[src/rtl/vixen_mem_line_ctrl_pkg.sv]
// rtl/vixen_mem_line_ctrl_pkg.sv - shared widths, state and beat-index types for the line controller
// Contents: LINE_W/BEAT_W/BEATS/OFFSET_BITS, mem_ctrl_state_t, beat_idx_t.
package vixen_mem_pkg;

  localparam int LINE_W      = 512;
  localparam int BEAT_W      = 64;
  localparam int BEATS       = LINE_W / BEAT_W;
  localparam int OFFSET_BITS = 6;

  typedef enum logic [2:0] {
    IDLE  = 3'd0,
    CMD   = 3'd1,
    WDATA = 3'd2,
    RDATA = 3'd3,
    ACK   = 3'd4
  } mem_ctrl_state_t;

  typedef logic [$clog2(BEATS)-1:0] beat_idx_t;

endpackage

[src/rtl/vixen_mem_line_ctrl_if.sv]
// rtl/vixen_mem_line_ctrl_if.sv - downstream command / write-beat / read-beat bus
// Channels: cmd (valid/ready, addr, we), wbeat (valid/ready, data), rbeat (valid/ready, data).
// master = line controller, slave = memory side.
interface vixen_mem_line_ctrl_if;
  import vixen_mem_pkg::*;

  logic              cmd_valid;
  logic              cmd_ready;
  logic [63:0]       cmd_addr;
  logic              cmd_we;
  logic              wbeat_valid;
  logic              wbeat_ready;
  logic [BEAT_W-1:0] wbeat_data;
  logic              rbeat_valid;
  logic              rbeat_ready;
  logic [BEAT_W-1:0] rbeat_data;

  modport master (
    output cmd_valid, cmd_addr, cmd_we, wbeat_valid, wbeat_data, rbeat_ready,
    input  cmd_ready, wbeat_ready, rbeat_valid, rbeat_data
  );

  modport slave (
    input  cmd_valid, cmd_addr, cmd_we, wbeat_valid, wbeat_data, rbeat_ready,
    output cmd_ready, wbeat_ready, rbeat_valid, rbeat_data
  );

endinterface

[src/rtl/vixen_mem_line_ctrl_watchdog.sv]
// rtl/vixen_mem_line_ctrl_watchdog.sv - stall watchdog counter for the line controller
// Ports: clk, rst (async, active-high); en = count while set, clr = restart count,
// expired = LIMIT consecutive enabled cycles without clr (combinational, this cycle).
module vixen_mem_watchdog #(
  parameter int LIMIT = 1024
) (
  input  logic clk,
  input  logic rst,
  input  logic en,
  input  logic clr,
  output logic expired
);

  localparam int CNT_W = $clog2(LIMIT + 1);

  logic [CNT_W-1:0] cnt_q;

  // The expiring cycle is itself the LIMIT-th stalled cycle, so the
  // owner can leave its waiting state on the very next edge.
  assign expired = en && !clr && (cnt_q == CNT_W'(LIMIT - 1));

  always_ff @(posedge clk or posedge rst) begin
    if (rst) begin
      cnt_q <= '0;
    end else if (!en || clr) begin
      cnt_q <= '0;
    end else if (!expired) begin
      cnt_q <= cnt_q + 1'b1;
    end
  end

endmodule

[src/rtl/vixen_mem_line_ctrl.sv]
// rtl/vixen_mem_line_ctrl.sv - splits L3 line requests into a command plus 64-bit beats
// Optional macro VIXEN_MEM_TIMEOUT_EN: watchdog (TIMEOUT_CYCLES) ends a stalled
// transfer with mem_ack + mem_err; reads that time out return all-ones.
// Ports: clk, rst (async, active-high); L3 side mem_req/mem_addr/mem_we/mem_wdata in,
// mem_ready/mem_ack/mem_rdata/mem_err out; bus = downstream channels (master).
module vixen_mem_line_ctrl
  import vixen_mem_pkg::*;
#(
  parameter int TIMEOUT_CYCLES = 1024
)
(
  input  logic              clk,
  input  logic              rst,
  input  logic              mem_req,
  input  logic [63:0]       mem_addr,
  input  logic              mem_we,
  input  logic [LINE_W-1:0] mem_wdata,
  output logic              mem_ready,
  output logic              mem_ack,
  output logic [LINE_W-1:0] mem_rdata,
  output logic              mem_err,
  vixen_mem_line_ctrl_if.master bus
);

  localparam logic [63:0] ADDR_MASK = ~((64'd1 << OFFSET_BITS) - 64'd1);

  mem_ctrl_state_t   state_q, state_d;
  beat_idx_t         cnt_q;
  logic [LINE_W-1:0] buf_q;
  logic [LINE_W-1:0] rdata_q;
  logic [63:0]       addr_q;
  logic              we_q;
  logic              started_q;

  logic cmd_valid, wbeat_valid, rbeat_ready;
  logic accept, cmd_hs, wbeat_hs, rbeat_hs, last_beat, timeout;

  assign accept    = mem_ready && mem_req;
  assign cmd_hs    = cmd_valid && bus.cmd_ready;
  assign wbeat_hs  = wbeat_valid && bus.wbeat_ready;
  assign rbeat_hs  = rbeat_ready && bus.rbeat_valid;
  assign last_beat = (cnt_q == beat_idx_t'(BEATS - 1));

`ifdef VIXEN_MEM_TIMEOUT_EN
  logic err_q;

  vixen_mem_watchdog #(
    .LIMIT(TIMEOUT_CYCLES)
  ) u_watchdog (
    .clk     (clk),
    .rst     (rst),
    .en      (state_q inside {CMD, WDATA, RDATA}),
    .clr     (cmd_hs || wbeat_hs || rbeat_hs),
    .expired (timeout)
  );

  always_ff @(posedge clk or posedge rst) begin
    if (rst) begin
      err_q <= 1'b0;
    end else if (accept) begin
      err_q <= 1'b0;
    end else if (timeout) begin
      err_q <= 1'b1;
    end
  end

  assign mem_err = mem_ack && err_q;
`else
  assign timeout = 1'b0;
  assign mem_err = 1'b0;
`endif

  always_comb begin
    state_d     = state_q;
    mem_ready   = 1'b0;
    mem_ack     = 1'b0;
    cmd_valid   = 1'b0;
    wbeat_valid = 1'b0;
    rbeat_ready = 1'b0;
    case (state_q)
      IDLE: begin
        // started_q keeps mem_ready low for the first cycle out of reset.
        mem_ready = started_q;
        if (started_q && mem_req) state_d = CMD;
      end
      CMD: begin
        cmd_valid = 1'b1;
        if (bus.cmd_ready) state_d = we_q ? WDATA : RDATA;
      end
      WDATA: begin
        wbeat_valid = 1'b1;
        if (bus.wbeat_ready && last_beat) state_d = ACK;
      end
      RDATA: begin
        rbeat_ready = 1'b1;
        if (bus.rbeat_valid && last_beat) state_d = ACK;
      end
      ACK: begin
        mem_ack = 1'b1;
        state_d = IDLE;
      end
      default: state_d = IDLE;
    endcase
    // The watchdog only fires on a cycle with no handshake, so it never
    // competes with a beat being taken.
    if (timeout) state_d = ACK;
  end

  assign bus.cmd_valid   = cmd_valid;
  assign bus.cmd_addr    = addr_q;
  assign bus.cmd_we      = we_q;
  assign bus.wbeat_valid = wbeat_valid;
  assign bus.wbeat_data  = wbeat_valid ? buf_q[int'(cnt_q) * BEAT_W +: BEAT_W] : '0;
  assign bus.rbeat_ready = rbeat_ready;

  // The assembled line is visible in the ack cycle itself; rdata_q takes
  // it over from the next cycle so writes leave the last read untouched.
  assign mem_rdata = (mem_ack && !we_q) ? buf_q : rdata_q;

  always_ff @(posedge clk or posedge rst) begin
    if (rst) begin
      state_q   <= IDLE;
      started_q <= 1'b0;
      cnt_q     <= '0;
      buf_q     <= '0;
      rdata_q   <= '0;
      addr_q    <= '0;
      we_q      <= 1'b0;
    end else begin
      state_q   <= state_d;
      started_q <= 1'b1;
      case (state_q)
        IDLE: begin
          if (accept) begin
            addr_q <= mem_addr & ADDR_MASK;
            we_q   <= mem_we;
            buf_q  <= mem_wdata;
          end
        end
        CMD: begin
          if (cmd_hs) cnt_q <= '0;
        end
        WDATA: begin
          if (wbeat_hs) cnt_q <= cnt_q + 1'b1;
        end
        RDATA: begin
          if (rbeat_hs) begin
            buf_q[int'(cnt_q) * BEAT_W +: BEAT_W] <= bus.rbeat_data;
            cnt_q <= cnt_q + 1'b1;
          end
        end
        ACK: begin
          if (!we_q) rdata_q <= buf_q;
        end
        default: ;
      endcase
      if (timeout && !we_q) buf_q <= '1;
    end
  end

endmodule

[src/flat_wrapper.sv]
// flat-port wrapper written by rule: the top's interface ports become plain ports
module vixen_mem_line_ctrl_flat import vixen_mem_pkg::*;
#(
  parameter int TIMEOUT_CYCLES = 1024
)
  (clk, rst, mem_req, mem_addr, mem_we, mem_wdata, mem_ready, mem_ack, mem_rdata, mem_err, bus_cmd_valid, bus_cmd_addr, bus_cmd_we, bus_wbeat_valid, bus_wbeat_data, bus_rbeat_ready, bus_cmd_ready, bus_wbeat_ready, bus_rbeat_valid, bus_rbeat_data);
  vixen_mem_line_ctrl_if bus_i ();
  input  logic clk;
  input  logic rst;
  input  logic mem_req;
  input  logic [63:0] mem_addr;
  input  logic mem_we;
  input  logic [LINE_W-1:0] mem_wdata;
  output logic mem_ready;
  output logic mem_ack;
  output logic [LINE_W-1:0] mem_rdata;
  output logic mem_err;
  output wire logic [$bits(bus_i.cmd_valid)-1:0] bus_cmd_valid;
  output wire logic [$bits(bus_i.cmd_addr)-1:0] bus_cmd_addr;
  output wire logic [$bits(bus_i.cmd_we)-1:0] bus_cmd_we;
  output wire logic [$bits(bus_i.wbeat_valid)-1:0] bus_wbeat_valid;
  output wire logic [$bits(bus_i.wbeat_data)-1:0] bus_wbeat_data;
  output wire logic [$bits(bus_i.rbeat_ready)-1:0] bus_rbeat_ready;
  input wire logic [$bits(bus_i.cmd_ready)-1:0] bus_cmd_ready;
  input wire logic [$bits(bus_i.wbeat_ready)-1:0] bus_wbeat_ready;
  input wire logic [$bits(bus_i.rbeat_valid)-1:0] bus_rbeat_valid;
  input wire logic [$bits(bus_i.rbeat_data)-1:0] bus_rbeat_data;
  assign bus_cmd_valid = bus_i.cmd_valid;
  assign bus_cmd_addr = bus_i.cmd_addr;
  assign bus_cmd_we = bus_i.cmd_we;
  assign bus_wbeat_valid = bus_i.wbeat_valid;
  assign bus_wbeat_data = bus_i.wbeat_data;
  assign bus_rbeat_ready = bus_i.rbeat_ready;
  assign bus_i.cmd_ready = bus_cmd_ready;
  assign bus_i.wbeat_ready = bus_wbeat_ready;
  assign bus_i.rbeat_valid = bus_rbeat_valid;
  assign bus_i.rbeat_data = bus_rbeat_data;
  vixen_mem_line_ctrl #(.TIMEOUT_CYCLES(TIMEOUT_CYCLES)) u_core (.clk(clk), .rst(rst), .mem_req(mem_req), .mem_addr(mem_addr), .mem_we(mem_we), .mem_wdata(mem_wdata), .mem_ready(mem_ready), .mem_ack(mem_ack), .mem_rdata(mem_rdata), .mem_err(mem_err), .bus(bus_i));
endmodule
[config.mk]
export PLATFORM = sky130hd
export DESIGN_NAME = vixen_mem_line_ctrl_flat
export DESIGN_NICKNAME = d
export VERILOG_FILES = /design/src/rtl/vixen_mem_line_ctrl_pkg.sv /design/src/rtl/vixen_mem_line_ctrl_if.sv /design/src/rtl/vixen_mem_line_ctrl_watchdog.sv /design/src/rtl/vixen_mem_line_ctrl.sv /design/src/flat_wrapper.sv
export SDC_FILE = /design/constraint.sdc
export NUM_CORES = 2
export LEC_CHECK = 0
export CAP_MARGIN = 30
export CORE_AREA = 5 5 499 501
export CTS_CLUSTER_SIZE = 10
export DETAILED_ROUTE_END_ITERATION = 16
export DIE_AREA = 0 0 504 506
export DONT_BUFFER_PORTS = 1
export GPL_TIMING_DRIVEN = 0
export PLACE_DENSITY = 0.3
export RECOVER_POWER = 100
export SYNTH_ARGS = -nofsm -noshare
export SYNTH_HDL_FRONTEND = slang
export SYNTH_SLANG_ARGS = --single-unit
[constraint.sdc]
create_clock -name clk -period 45.6 [get_ports clk]
set_clock_uncertainty 0.05 [all_clocks]
set_input_delay 9.12 -clock clk [delete_from_list [all_inputs] [get_ports clk]]
set_output_delay 9.12 -clock clk [all_outputs]
set_load 0.01 [all_outputs]
**Metal 1**

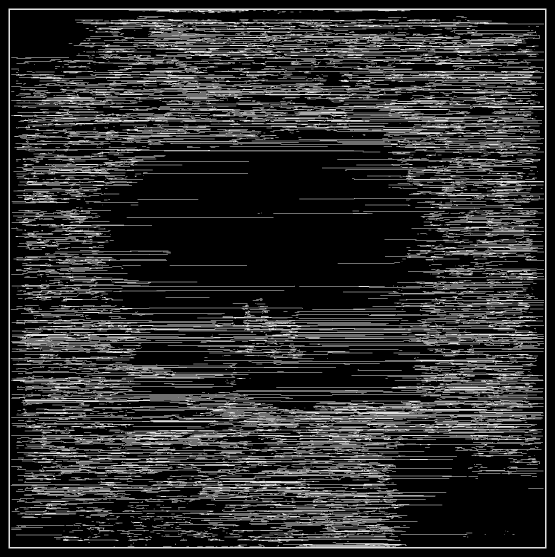
main direction: horizontal
longest straight run: 204 um

**Signal wires on met2**

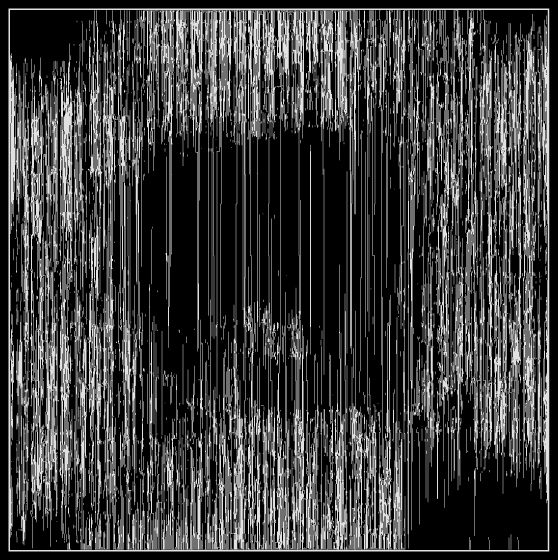
longest straight run: 281 um
share of all routed wire: 49%
main direction: vertical
wire length on this layer: 153 mm
nets with wire on the layer: 4004
DR vias: 35690
met2 Use GR: 40.38%
drt total wl: 313.0 mm

**Met3 routing**

The bar under the picture is 200 um long.
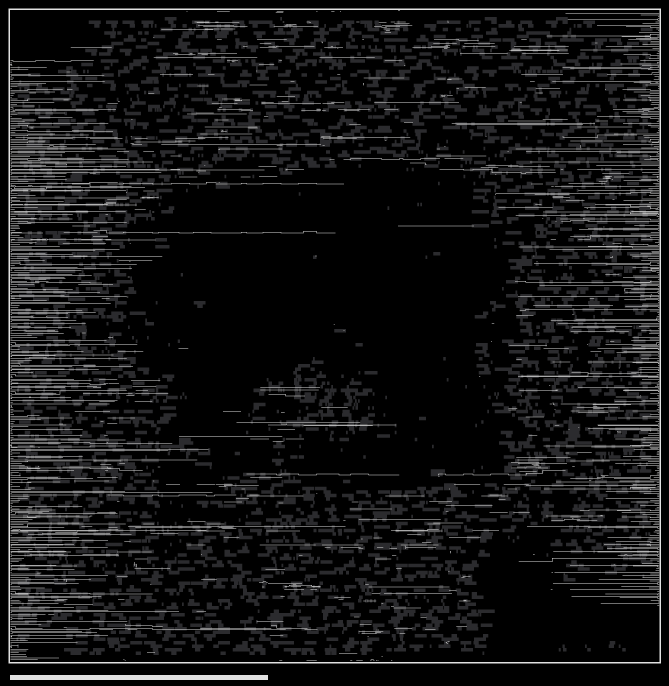
longest straight run: 196 um
main direction: horizontal
share of all routed wire: 9.7%
wire length on this layer: 30.4 mm
met3 GRT Util: 9.605%

**M4 wires**

The bar under the picture is 200 um long.
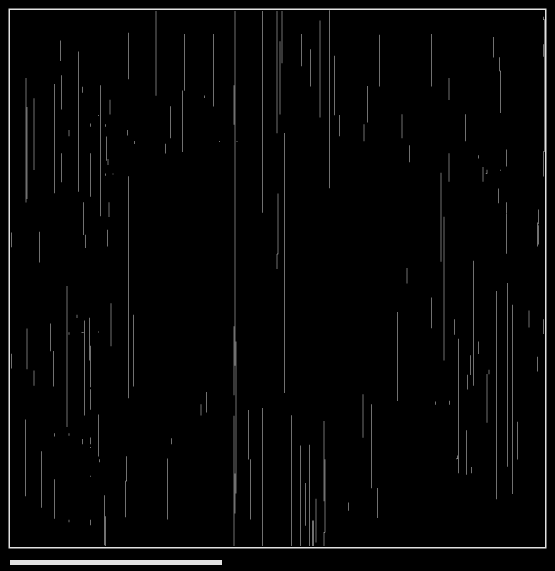
longest straight run: 334 um
wire length on this layer: 7380 um
nets with wire on the layer: 101

==> results.json <==
{
  "hold_violations": 0,
  "r2r-start": "u_core.cnt_q[0]",
  "detail_route.wl_per_cell_um": 43.80,
  "relSlewSlack_pct": -335.6,
  "postCtsHoldBufs": 0,
  "cts_resized": 0,
  "clockBufferDepth": 3,
  "rows": 182,
  "drt-met1-wl_mm": 122.1,
  "fp.dieH_um": 506,
  "grt_overflow": 0,
  "top_layer_used": "met5",
  "buffers": 459,
  "n_tap_cell": 3220,
  "nets": 4417,
  "violations": "max-capacitance violations, max-slew violations",
  "synth_seq_share_pct": 56.88,
  "lay_top_count": "dfrtp_1",
  "htree_num_levels": 4,
  "fmax_ghz": 0.03901,
  "topCellsByArea": "dfrtp_1 (57%), mux2_2 (15%), mux4_2 (6.0%)",
  "stdcell_count": 7147,
  "syn_to_final_growth_pct": 20.42,
  "flop_area_um2": 27280,
  "setup_viol": 0,
  "use_met1_pct": 28.06,
  "period_used_pct": 56.21,
  "hold_slack_ns": 0.4610,
  "startpoint_type": "input port",
  "flops": 1090,
  "largest_cell_class": "registers",
  "avgSynthCellArea_um2": 13.52,
  "grt_pass1_vias": 36570,
  "tns_ns": 0,
  "busiest_layer": "met2",
  "irDropWorstVdd_v": 0.00003117,
  "setup_slack_ns": 19.97,
  "most_common_cell": "dfrtp_1",
  "grtUsageTotal_pct": 23.66,
  "grt_max_degree": 115,
  "synth_top_cell_by_area": "dfrtp_1",
  "ys.flop_type": "dfrtp_1",
  "worstSetupPathDepth": 4,
  "ys_cells": 3546,
  "mappedNetlistArea_um2": 47950,
  "clockBufferCount": 224,
  "crit_buf_inv": 4,
  "timing.critical_path.mode_cell": "clkbuf_1",
  "hold_path.class": "reg2reg",
  "clk_latency_ns": 0.81,
  "fin_util_pct": 23.63,
  "netlist_top_cells_count": "dfrtp_1 (1090), mux2_2 (637), a22oi_1 (249)",
  "die_x_um": 504,
  "io_pins": 1294,
  "cts_num_sinks": 1090,
  "reg2reg_depth": 15,
  "netlist.area_leader.share_pct": 56.88,
  "drv_cap": 17,
  "gp_congestion": 0.8398,
  "regToRegSetupSlack_ns": 37.05,
  "comb_area_share_pct": 32.96,
  "outcome": "complete, but fails checks",
  "fin_area_um2": 57740,
  "pre_cts_ws_ns": 33.25,
  "dpl.hpwl_mm": 246.7,
  "fp.coreArea_um2": 244300,
  "arrival_ns": 24.88,
  "clockRootBuffer": "clkbuf_16",
  "ant_nets": 0,
  "initialDrtViolationCount": 2917,
  "worstPathMaxFanout": 107,
  "drc": 0,
  "ys_area_um2": 47950,
  "clkTransAtPathRegs_ns": 0.06,
  "total_power_uw": 4645,
  "final-nonclk-buf-share_pct": 4.173,
  "lay_top_cells": "dfrtp_1 (1090), mux2_1 (512), clkbuf_1 (379)",
  "min_period_ns": 25.63,
  "leakage_uw": 0.02472,
  "viasPerCell": 4.994,
  "warnings": 68,
  "reg2reg_to": "u_core.buf_q[0]",
  "hold_depth": 1,
  "inverters": 7,
  "synth-edff-count": 0,
  "drv_slew": 979,
  "die_area_um2": 255000,
  "firstDrtPassIters": 5,
  "cpPeakStageDelay_ns": 4.71
}
[flip-flops by register name, summed over array words and instances, names as in the netlist]
register	cells
u_core.started_q	1
u_core.buf_q	512
u_core.bus.cmd_we	1
u_core.cnt_q	3
u_core.bus.cmd_addr	58
u_core.rdata_q	512
u_core.state_q	3
[power breakdown]
part / total [uW] / internal [uW] / switching (uW)
Clock: 1180 / 671 / 506
Combinational: 1890 / 673 / 1220
Sequential: 1580 / 1290 / 292
[kinds of logic (layout without fill, tap and decap cells)]
group | count (synthesis) | after routing | synth area share, %
buf+inv | 403 | 720 | 3.530
other cells | 2 | 66 | 0.01566
mux | 767 | 767 | 21.01
simple gates | 238 | 238 | 2.127
flops | 1090 | 1090 | 56.88
fa+ha+maj | 5 | 5 | 0.1305
compound gates | 1041 | 1041 | 16.30
